===== config.mk =====
export PLATFORM = sky130hd
export DESIGN_NAME = mult_pipe
export DESIGN_NICKNAME = d
export VERILOG_FILES = /design/src/rtl/mult_pipe_pkg.sv /design/src/rtl/mult_pipe_cell.sv /design/src/rtl/mult_pipe.sv
export SDC_FILE = /design/constraint.sdc
export NUM_CORES = 1
export LEC_CHECK = 0
export CAP_MARGIN = 20
export CORE_UTILIZATION = 59
export CTS_BUF_LIST = sky130_fd_sc_hd__clkbuf_8 sky130_fd_sc_hd__clkbuf_16
export DETAILED_ROUTE_END_ITERATION = 12
export GPL_TIMING_DRIVEN = 0
export PLACE_DENSITY = 0.83
export SYNTH_ARGS = -nofsm -noshare
export SYNTH_HDL_FRONTEND = slang
export SYNTH_SLANG_ARGS = --single-unit

===== constraint.sdc =====
create_clock -name clk -period 3.9 [get_ports clk]
set_input_delay 0.39 -clock clk [delete_from_list [all_inputs] [get_ports clk]]
set_output_delay 0.39 -clock clk [all_outputs]
set_load 0.01 [all_outputs]

===== src/rtl/mult_pipe_pkg.sv =====
// Shared width definitions for the multiplier and its companion divider.
// Both blocks import these so a divider/multiplier pair always agrees on
// quotient, divisor and remainder widths.
package mult_pipe_pkg;

    // Default multiplicand (quotient) width
    localparam int DEF_N = 5;
    // Default multiplier (divisor) and addend (remainder) width
    localparam int DEF_M = 3;

    // Product width wide enough that a*b + c can never overflow
    function automatic int prod_width(input int n, input int m);
        return n + m;
    endfunction

endpackage


===== src/rtl/mult_pipe_cell.sv =====
// One pipeline stage of the shift-add multiplier. Stage K adds the
// multiplicand shifted by K when multiplier bit K is set, then forwards the
// operands and the running sum to the next stage.
// Optional MULT_TAG_EN carries a user tag alongside the operands.
import mult_pipe_pkg::*;

module mult_cell #(
    parameter int N = DEF_N,
    parameter int M = DEF_M,
    parameter int K = 0
`ifdef MULT_TAG_EN
    ,
    parameter int T = 1
`endif
) (
    input  logic                         clk,
    input  logic                         rstn,
    input  logic                         v_in,
    input  logic [prod_width(N,M)-1:0]   acc_in,
    input  logic [N-1:0]                 mcand_in,
    input  logic [M-1:0]                 mplier_in,
`ifdef MULT_TAG_EN
    input  logic [T-1:0]                 tag_in,
    output logic [T-1:0]                 tag_out,
`endif
    output logic                         v_out,
    output logic [prod_width(N,M)-1:0]   acc_out,
    output logic [N-1:0]                 mcand_out,
    output logic [M-1:0]                 mplier_out
);

    localparam int P = prod_width(N, M);

    logic [P-1:0] partial;
    logic [P-1:0] acc_next;

    // Partial product for this bit and the running sum it feeds
    always_comb begin
        partial = '0;
        if (mplier_in[K]) begin
            partial = P'(mcand_in) << K;
        end
        acc_next = acc_in + partial;
    end

    // Valid always advances; data registers only load behind a valid bit so
    // the last result stays visible at the pipe output between operations
    always_ff @(posedge clk or negedge rstn) begin
        if (!rstn) begin
            v_out      <= 1'b0;
            acc_out    <= '0;
            mcand_out  <= '0;
            mplier_out <= '0;
`ifdef MULT_TAG_EN
            tag_out    <= '0;
`endif
        end else begin
            v_out <= v_in;
            if (v_in) begin
                acc_out    <= acc_next;
                mcand_out  <= mcand_in;
                mplier_out <= mplier_in;
`ifdef MULT_TAG_EN
                tag_out    <= tag_in;
`endif
            end
        end
    end

endmodule


===== src/rtl/mult_pipe.sv =====
// Pipelined shift-add multiplier-accumulator: product = multiplicand *
// multiplier + addend. One stage per multiplier bit, one op per cycle,
// latency M cycles, no backpressure. Used to rebuild dividends from the
// restoring divider's quotient/divisor/remainder.
// Optional feature macro: MULT_TAG_EN (adds tag_i/tag_o carried with the op).
import mult_pipe_pkg::*;

module mult_pipe #(
    parameter int N = DEF_N,
    parameter int M = DEF_M
`ifdef MULT_TAG_EN
    ,
    parameter int T = 1
`endif
) (
    input  logic                 clk,
    input  logic                 rstn,
    input  logic                 data_rdy,
    input  logic [N-1:0]         multiplicand,
    input  logic [M-1:0]         multiplier,
    input  logic [M-1:0]         addend,
`ifdef MULT_TAG_EN
    input  logic [T-1:0]         tag_i,
    output logic [T-1:0]         tag_o,
`endif
    output logic                 res_rdy,
    output logic [N+M-1:0]       product
);

    localparam int P = prod_width(N, M);

    // Index 0 is the pipe input; index k+1 is the output of stage k
    logic         v_s      [0:M];
    logic [P-1:0] acc_s    [0:M];
    logic [N-1:0] mcand_s  [0:M];
    logic [M-1:0] mplier_s [0:M];
`ifdef MULT_TAG_EN
    logic [T-1:0] tag_s    [0:M];
`endif

    // Seed stage 0: the addend starts the accumulation, zero-extended
    always_comb begin
        v_s[0]      = data_rdy;
        acc_s[0]    = P'(addend);
        mcand_s[0]  = multiplicand;
        mplier_s[0] = multiplier;
`ifdef MULT_TAG_EN
        tag_s[0]    = tag_i;
`endif
    end

    for (genvar k = 0; k < M; k++) begin : g_stage
        mult_cell #(
            .N (N),
            .M (M),
            .K (k)
`ifdef MULT_TAG_EN
            ,
            .T (T)
`endif
        ) u_cell (
            .clk        (clk),
            .rstn       (rstn),
            .v_in       (v_s[k]),
            .acc_in     (acc_s[k]),
            .mcand_in   (mcand_s[k]),
            .mplier_in  (mplier_s[k]),
`ifdef MULT_TAG_EN
            .tag_in     (tag_s[k]),
            .tag_out    (tag_s[k+1]),
`endif
            .v_out      (v_s[k+1]),
            .acc_out    (acc_s[k+1]),
            .mcand_out  (mcand_s[k+1]),
            .mplier_out (mplier_s[k+1])
        );
    end

    // Last stage drives the outputs directly; its registers provide the hold
    always_comb begin
        res_rdy = v_s[M];
        product = acc_s[M];
`ifdef MULT_TAG_EN
        tag_o   = tag_s[M];
`endif
    end

endmodule


==> GITHUB_STEP_SUMMARY <==
## Synthesis and layout report

| Metric | Value |
|---|---|
| Run status | `finished clean` |
| CP Depth | `7` |
| Number of nets in the layout | `225` |
| DP Worst Slack | `1.57 ns` |
| Setup violations, final | `0` |
| Chip Area | `3580 um2` |
| WS Path Type | `input port to flop` |
| Clkbuf count | `6` |
| Max_cap viols | `0` |
| Yosys top cell by area | `dfrtp_1` |
| CTS tree | `built` |
| YS warnings | `0` |
| DR pass1 iterations | `4` |
| Setup TNS | `0 ns` |
| R2r endpoint | `g_stage[1].u_cell.acc_out[5]` |
| Drt initial violations | `48` |
| # hold bufs at CTS | `0` |
| And+or+nand+nor area frac | `12.7%` |
| CTS H-tree lvls | `2` |
| Top-area cell share | `46.9%` |
| Final Non-Filler Cells | `239` |
| Post-route ant nets | `0` |
| CP Capture Type | `flop` |
| Max Slew Vio Count | `0` |
| Chip height | `59.9 um` |
| Vias per cell | `5.50` |
| Placed Instance Area | `2240 um2` |
| Met1 WL | `1.42 mm` |
| Synth Seq Share | `46.9%` |
| Top logic cells by instance count in the layout | `37 x dfrtp_1, 21 x mux2_2, 21 x clkdlybuf4s50_1` |
| Vias in the first global route | `1306` |
| Clk tree area frac | `3.70%` |
| Biggest register | `g_stage.u_cell.acc_out` |
| Crit start category | `input port` |
| CTS Buffer Depth | `2` |
| Tightest Pin Transition | `0.801 ns` |
| Top cells by count | `37 x dfrtp_1, 21 x mux2_2, 13 x and2_1, 13 x ha_1, 9 x buf_4` |
| Max FFs per register | `21` |
| P_sw | `0.000321 W` |
| Syn_nets | `196` |
| WL/cell | `13.8 um` |
| Mapped Cells | `166` |
| Commonest flop | `dfrtp_1` |
| Largest area class, layout | `combinational gates` |
| Met1 Track Usage GR | `25.7%` |
| First-pass GRT wire length | `5.72 mm` |
| Post-synth area hogs | `dfrtp_1 47%, mux2_2 12%, ha_1 8.2%` |
| Clk pin slew, worst setup/hold paths | `0.07 ns` |
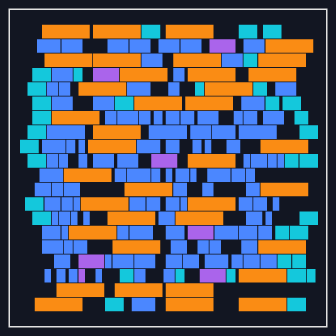
(placement by cell class)
class	colour	cells	share of their area
clock drivers and dummy loads	purple	7	3.8%
all other logic	blue	116	42%
other buffers and delay cells	cyan	35	13%
flip-flops	orange	37	41%
Seq/total area: 39.7%
Finished Cell Area: 2330 um2
Core Rows: 20
final core occ: 75.1%
Core Footprint: 3100 um2

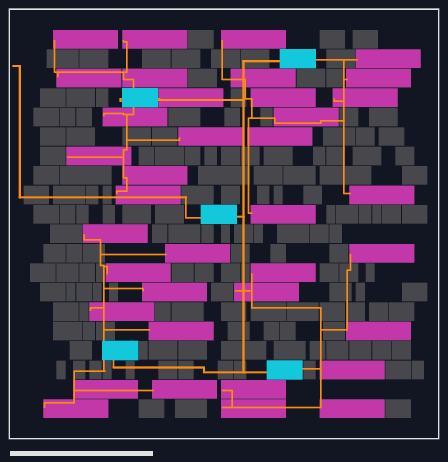
(clock wires, drivers and flops)
Scale bar: 20 um.
[cells driving clock nets] cyan | count: 5
[clock wires] orange | length: 426 um
[flip-flops] magenta | count: 37
flops lie	widely spread
Clk pwr share: 22.7%
Clock Power: 0.000260 W

Power figures rest on the tool's default switching activity, not on a simulated workload.
